File: src/rtl/pushbutton_bank.sv
// pushbutton_bank: multi-channel pushbutton debouncer.
// Each channel: polarity fix, N_SYNC-deep synchroniser, deferring debounce,
// toggle state, press/release pulses, long-press level and (optionally)
// auto-repeat pulses while a long press is held.
// Optional feature macro: PUSHBUTTON_BANK_REPEAT_EN adds the per-channel
// auto-repeat counter; without it o_repeat is constant 0.
// i_cg is a clock enable: when low every flop in the block holds.
module pushbutton_bank #(
  parameter int                   N_CHANNEL       = 4,
  parameter int                   DEBOUNCE_CYCLES = 31,
  parameter int                   N_SYNC          = 2,
  parameter int                   LONG_CYCLES     = 1023,
  parameter int                   REPEAT_CYCLES   = 255,
  parameter logic [N_CHANNEL-1:0] ACTIVE_LOW      = '0
) (
  input  logic                 i_clk,
  input  logic                 i_rst_n,
  input  logic                 i_cg,
  input  logic [N_CHANNEL-1:0] i_button,
  output logic [N_CHANNEL-1:0] o_debounced,
  output logic [N_CHANNEL-1:0] o_toggle,
  output logic [N_CHANNEL-1:0] o_press,
  output logic [N_CHANNEL-1:0] o_release,
  output logic [N_CHANNEL-1:0] o_long,
  output logic [N_CHANNEL-1:0] o_repeat,
  output logic                 o_any
);

  localparam int CNT_W  = $clog2(DEBOUNCE_CYCLES + 1);
  localparam int HOLD_W = $clog2(LONG_CYCLES + 1);

  localparam logic [CNT_W-1:0]  DEB_MAX  = CNT_W'(DEBOUNCE_CYCLES);
  localparam logic [HOLD_W-1:0] HOLD_MAX = HOLD_W'(LONG_CYCLES);

  // Elaboration-time guard against parameter values the logic cannot honour.
  if (N_CHANNEL < 1 || DEBOUNCE_CYCLES < 2 || N_SYNC < 2 ||
      LONG_CYCLES < 1 || REPEAT_CYCLES < 1) begin : g_param_check
    $error("pushbutton_bank: illegal parameter value");
  end

  // Pressed polarity is normalised before the synchroniser so that every
  // downstream stage works with 1 = pressed.
  logic [N_CHANNEL-1:0] pressed;
  assign pressed = i_button ^ ACTIVE_LOW;

  logic [N_SYNC-1:0]    sync_q [N_CHANNEL];
  logic [N_SYNC-1:0]    sync_d [N_CHANNEL];
  logic [CNT_W-1:0]     cnt_q  [N_CHANNEL];
  logic [CNT_W-1:0]     cnt_d  [N_CHANNEL];
  logic [HOLD_W-1:0]    hold_q [N_CHANNEL];
  logic [HOLD_W-1:0]    hold_d [N_CHANNEL];
  logic [N_CHANNEL-1:0] deb_q, deb_d;
  logic [N_CHANNEL-1:0] tog_q, tog_d;
  logic [N_CHANNEL-1:0] press_q, press_d;
  logic [N_CHANNEL-1:0] release_q, release_d;
  logic [N_CHANNEL-1:0] long_w;

  // Next-state for synchroniser, debounce counter, event pulses and hold counter.
  always_comb begin
    for (int i = 0; i < N_CHANNEL; i++) begin
      sync_d[i]    = sync_q[i];
      cnt_d[i]     = cnt_q[i];
      hold_d[i]    = hold_q[i];
      deb_d[i]     = deb_q[i];
      tog_d[i]     = tog_q[i];
      press_d[i]   = press_q[i];
      release_d[i] = release_q[i];
      if (i_cg) begin
        // New sample enters at the top; bit 0 is the settled output.
        sync_d[i]    = {pressed[i], sync_q[i][N_SYNC-1:1]};
        press_d[i]   = 1'b0;
        release_d[i] = 1'b0;
        if (sync_q[i][0] != sync_q[i][1]) begin
          // Level still moving through the synchroniser: restart the window.
          cnt_d[i] = '0;
        end else if (sync_q[i][0] == deb_q[i]) begin
          cnt_d[i] = '0;
        end else if (cnt_q[i] == DEB_MAX) begin
          cnt_d[i] = '0;
          deb_d[i] = sync_q[i][0];
          if (sync_q[i][0]) begin
            press_d[i] = 1'b1;
            tog_d[i]   = ~tog_q[i];
          end else begin
            release_d[i] = 1'b1;
          end
        end else begin
          cnt_d[i] = cnt_q[i] + CNT_W'(1);
        end
        // Hold counter measures how long the debounced press has lasted.
        if (!deb_q[i]) begin
          hold_d[i] = '0;
        end else if (hold_q[i] != HOLD_MAX) begin
          hold_d[i] = hold_q[i] + HOLD_W'(1);
        end
      end
    end
  end

  // Long-press level; drops in the same cycle the debounced state drops.
  always_comb begin
    long_w = '0;
    for (int i = 0; i < N_CHANNEL; i++) begin
      long_w[i] = deb_q[i] && (hold_q[i] == HOLD_MAX);
    end
  end

  // State registers for the debounce path.
  always_ff @(posedge i_clk or negedge i_rst_n) begin
    if (!i_rst_n) begin
      for (int i = 0; i < N_CHANNEL; i++) begin
        sync_q[i] <= '0;
        cnt_q[i]  <= '0;
        hold_q[i] <= '0;
      end
      deb_q     <= '0;
      tog_q     <= '0;
      press_q   <= '0;
      release_q <= '0;
    end else begin
      for (int i = 0; i < N_CHANNEL; i++) begin
        sync_q[i] <= sync_d[i];
        cnt_q[i]  <= cnt_d[i];
        hold_q[i] <= hold_d[i];
      end
      deb_q     <= deb_d;
      tog_q     <= tog_d;
      press_q   <= press_d;
      release_q <= release_d;
    end
  end

`ifdef PUSHBUTTON_BANK_REPEAT_EN
  localparam int               REP_W   = $clog2(REPEAT_CYCLES + 1);
  localparam logic [REP_W-1:0] REP_MAX = REP_W'(REPEAT_CYCLES);

  logic [REP_W-1:0]     rep_q [N_CHANNEL];
  logic [REP_W-1:0]     rep_d [N_CHANNEL];
  logic [N_CHANNEL-1:0] repeat_q, repeat_d;

  // Repeat counter runs only while the long-press level is up; each wrap
  // produces one pulse, so pulses are REPEAT_CYCLES+1 cycles apart.
  always_comb begin
    for (int i = 0; i < N_CHANNEL; i++) begin
      rep_d[i]    = rep_q[i];
      repeat_d[i] = repeat_q[i];
      if (i_cg) begin
        repeat_d[i] = 1'b0;
        if (!long_w[i]) begin
          rep_d[i] = '0;
        end else if (rep_q[i] == REP_MAX) begin
          rep_d[i]    = '0;
          repeat_d[i] = 1'b1;
        end else begin
          rep_d[i] = rep_q[i] + REP_W'(1);
        end
      end
    end
  end

  // State registers for the repeat path.
  always_ff @(posedge i_clk or negedge i_rst_n) begin
    if (!i_rst_n) begin
      for (int i = 0; i < N_CHANNEL; i++) begin
        rep_q[i] <= '0;
      end
      repeat_q <= '0;
    end else begin
      for (int i = 0; i < N_CHANNEL; i++) begin
        rep_q[i] <= rep_d[i];
      end
      repeat_q <= repeat_d;
    end
  end

  // Gating with the long level kills a pending pulse the moment the key is released.
  assign o_repeat = repeat_q & long_w;
`else
  assign o_repeat = '0;
`endif

  assign o_debounced = deb_q;
  assign o_toggle    = tog_q;
  assign o_press     = press_q;
  assign o_release   = release_q;
  assign o_long      = long_w;
  assign o_any       = |deb_q;

endmodule

File: config.mk
export PLATFORM = sky130hd
export DESIGN_NAME = pushbutton_bank
export DESIGN_NICKNAME = d
export VERILOG_FILES = /design/src/rtl/pushbutton_bank.sv
export SDC_FILE = /design/constraint.sdc
export NUM_CORES = 1
export LEC_CHECK = 0
export CAP_MARGIN = 20
export CORE_MARGIN = 4
export CORE_UTILIZATION = 54
export CTS_BUF_LIST = sky130_fd_sc_hd__clkbuf_16
export CTS_CLUSTER_SIZE = 24
export DETAILED_ROUTE_END_ITERATION = 10
export PLACE_DENSITY = 0.74
export SLEW_MARGIN = 20
export SYNTH_ARGS = -nofsm -noshare
export SYNTH_HDL_FRONTEND = slang
export SYNTH_SLANG_ARGS = --single-unit
File: constraint.sdc
create_clock -name i_clk -period 2.2 [get_ports i_clk]
set_clock_uncertainty 0.2 [all_clocks]
set_input_delay 0.44 -clock i_clk [delete_from_list [all_inputs] [get_ports i_clk]]
set_output_delay 0.44 -clock i_clk [all_outputs]
set_load 0.01 [all_outputs]
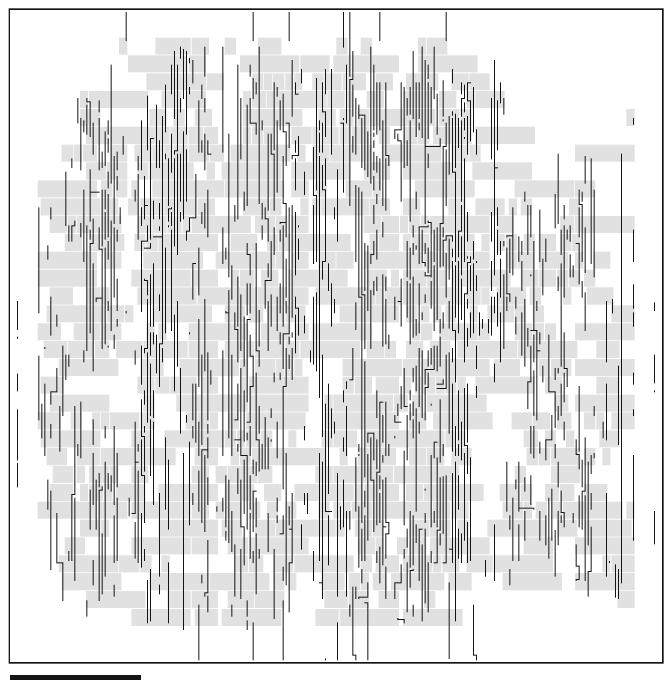
met2.png
Bar = 20 microns. Cells faint in the background.
share of all routed wire: 51%
nets with wire on the layer: 471
longest straight run: 65.3 microns
main direction: vertical
wire length on this layer: 5,010 microns

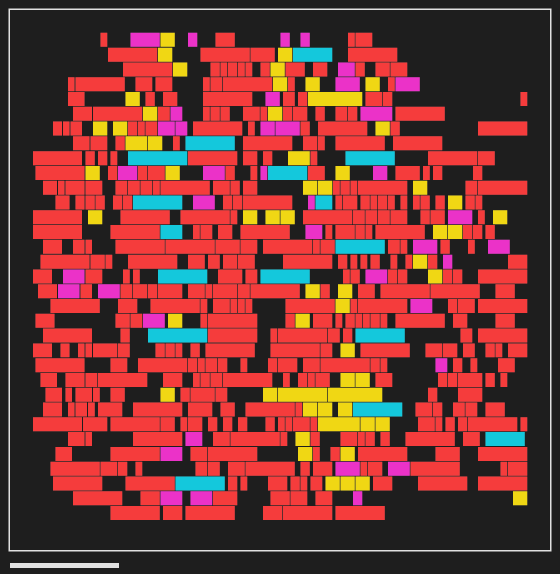
drive_strength.png
Bar = 20 microns.
[drive 2] magenta | cells: 39 | share: 7.3% | most used: mux2_2
[drive 3 to 4] yellow | cells: 59 | share: 11% | most used: buf_4
[drive 6 and up] cyan | cells: 16 | share: 3.0% | most used: clkbuf_16
[drive 1 or less] red | cells: 419 | share: 79% | most used: dfrtp_1
non-clock buffer count: 82
final instance area: 5590 sq um
final setup margin: 0.0272 ns

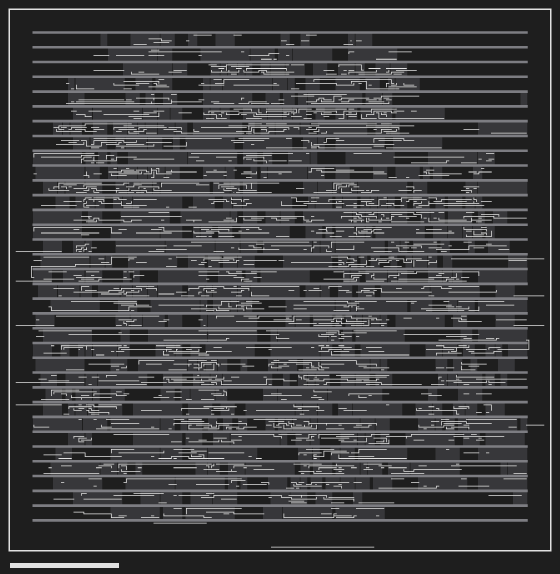
met1.png
Bar = 20 microns. Supply wires on this layer in gray. Cells faint in the background.
nets with wire on the layer: 508
main direction: horizontal
DRT Wirelength: 9920 microns
grt met1 use: 27.1%

==> qor.yml <==
row_count: 33
top_cell: "dfrtp_1"
ys_seq_share_pct: 46.7
tritoncts: "built"
cts_root_buffer: "clkbuf_16"
die_w_microns: 99.3
die_h_microns: 99.3
drtIter0Drc: 162
r2r_slack_ns: 0.35
fin_util_pct: 68.3
top_power_group: "sequential cells"
ys.flop_type: "dfrtp_1"
cp_slowest_cell: "dfrtp_1"
syn2layout_area_growth_pct: 24.0
p_sw_w: 0.000802
drc: 0
intPower_w: 0.00267
hold_end: "o_toggle[0]"
place_area_sq_um: 5210
hold_path_depth: 1
rsz0062_at_grt: "yes"
gr-usage-all-layers_pct: 21.5
combPwrFrac_pct: 6.6
comb-power_w: 0.000229
dp.cells: 619
ys_area_sq_um: 4500
r2r_end: "hold_q[26]"
p_leak_nw: 2.47
cp.arrival_ns: 1.53
fmax_mhz: 460
dp_hpwl_microns: 6790
avgSynthCellArea_sq_um: 9.86
grt_pass1_vias: 3811
globalRoute.totalOverflow: 0
netlist.area_leader.share_pct: 46.7
final_nets: 551
dr_total_vias: 3696
synth_top_cell_by_area: "dfrtp_1"
slew_viol_final: 0
status: "completed"
worstSkewPairLatency_ns: 0.33
dr.pass1.iters: 5
hold_start: "o_toggle[0]"
clockPowerShare_pct: 46.3
simple_gate_share_pct: 20.8
cts_buffer_depth: 2
grt_pass1_wl_microns: 17400
cts-buffers-inserted: 9
logic_family: "simple AND/OR/NAND/NOR gates"
h-tree-depth: 3
power.density_nw_per_um2: 622
async_flop_share_pct: 100
cpLargestDelayFamily: "simple AND/OR/NAND/NOR gates"
pwr-share-seq_pct: 47.1
wl_per_cell_microns: 15.5
fp_util_pct: 55.1
tns_ns: 0
routabilityCongestion: 0.816
max-cap-violations: 0
path_cells: "ha_4 > nand4_2 > nor4_4 > buf_2"
hold_viol: 0
netlist_instances: 457
edf_count: 0
die_area_sq_um: 9870
via_per_inst: 5.79
place_ws_ns: -0.0737
drive_gt1_share_pct: 21.4
tool_warnings: 31
hp-class: "reg2reg"
post-route-period-util_pct: 98.8
path_max_fanout: 4
ys_sh_mux_pct: 4.78
crit_start: "hold_q[31]"
grt_max_degree: 45
crit_path_end_kind: "primary output"
crit_required_ns: 1.56
period_needed_ns: 2.17
cp_num_buf_inv: 1
synth-adder-area-share_pct: 4.44
pg_clk_w: 0.00161
ant_nets: 0
top_layer: "met4"
synth-xor-area-share_pct: 1.94
diodes: 0
registers in the layout, indices dropped and copies added, names as in the netlist:
signal,flops
o_toggle,4
o_debounced,4
cnt_q,20
o_release,4
o_press,4
sync_q,8
hold_q,40
cell usage in the layout (no fill, tap or decap), drive strengths merged, types with 3 or more instances in the layout:
cell           instances
a21oi                 26
a22o                   8
a31oi                  3
a41oi                  6
and3                   4
buf                   59
clkbuf                10
clkdlybuf4s50         19
conb                   4
dfrtp                 84
ha                    16
inv                   20
mux2                  12
mux2i                  8
nand2                 51
nand2b                 8
nand3                 31
nand3b                 7
nand4                 14
nor2                  21
nor2b                  4
nor3                  11
nor4                   6
nor4b                  3
o21a                   4
o21ai                 29
o2bb2ai                9
o31ai                  3
o41ai                  5
or4                    4
xnor2                  6
xor2                   4
timing repair:
| action | in CTS | in global routing |
|---|---|---|
| resized | 16 | 13 |
| hold buffers | 1 | 0 |
| pin swaps | 0 | 4 |
| endpoints found under the setup margin | 5 | 6 |
| buffers inserted | 0 | 2 |
| endpoints found under the hold margin | 12 | 0 |
worst register-to-register path, cell delays in order (launching register included):
cell,delay (ns)
dfrtp_1,0.35
ha_1,0.19
nand4_2,0.14
buf_4,0.19
a41oi_2,0.24
a31oi_1,0.15
a311oi_1,0.29
worst max path at each step:
stage                      to  slack, ns  depth (start not counted)
finish              o_long[0]       0.03                          4
global route        o_long[0]      -0.04                          4
CTS                 o_long[0]      0.005                          4
detailed placement  o_long[0]      -0.07                          4
global placement    o_long[0]      -0.03                          4
floorplan           o_long[0]       0.28                          3
area by class of cell:
class                   instances  area (sq um)
clock inverters                 7          91.3
flip-flops and latches         84          2100
well taps                     105           131
repair buffers                 82           701
fillers                       623          2590
inverters                      18          67.6
clock buffers                   9           225
multi-input cells             333          2270
No activity file was given, so power comes from the tool's default toggle rates.
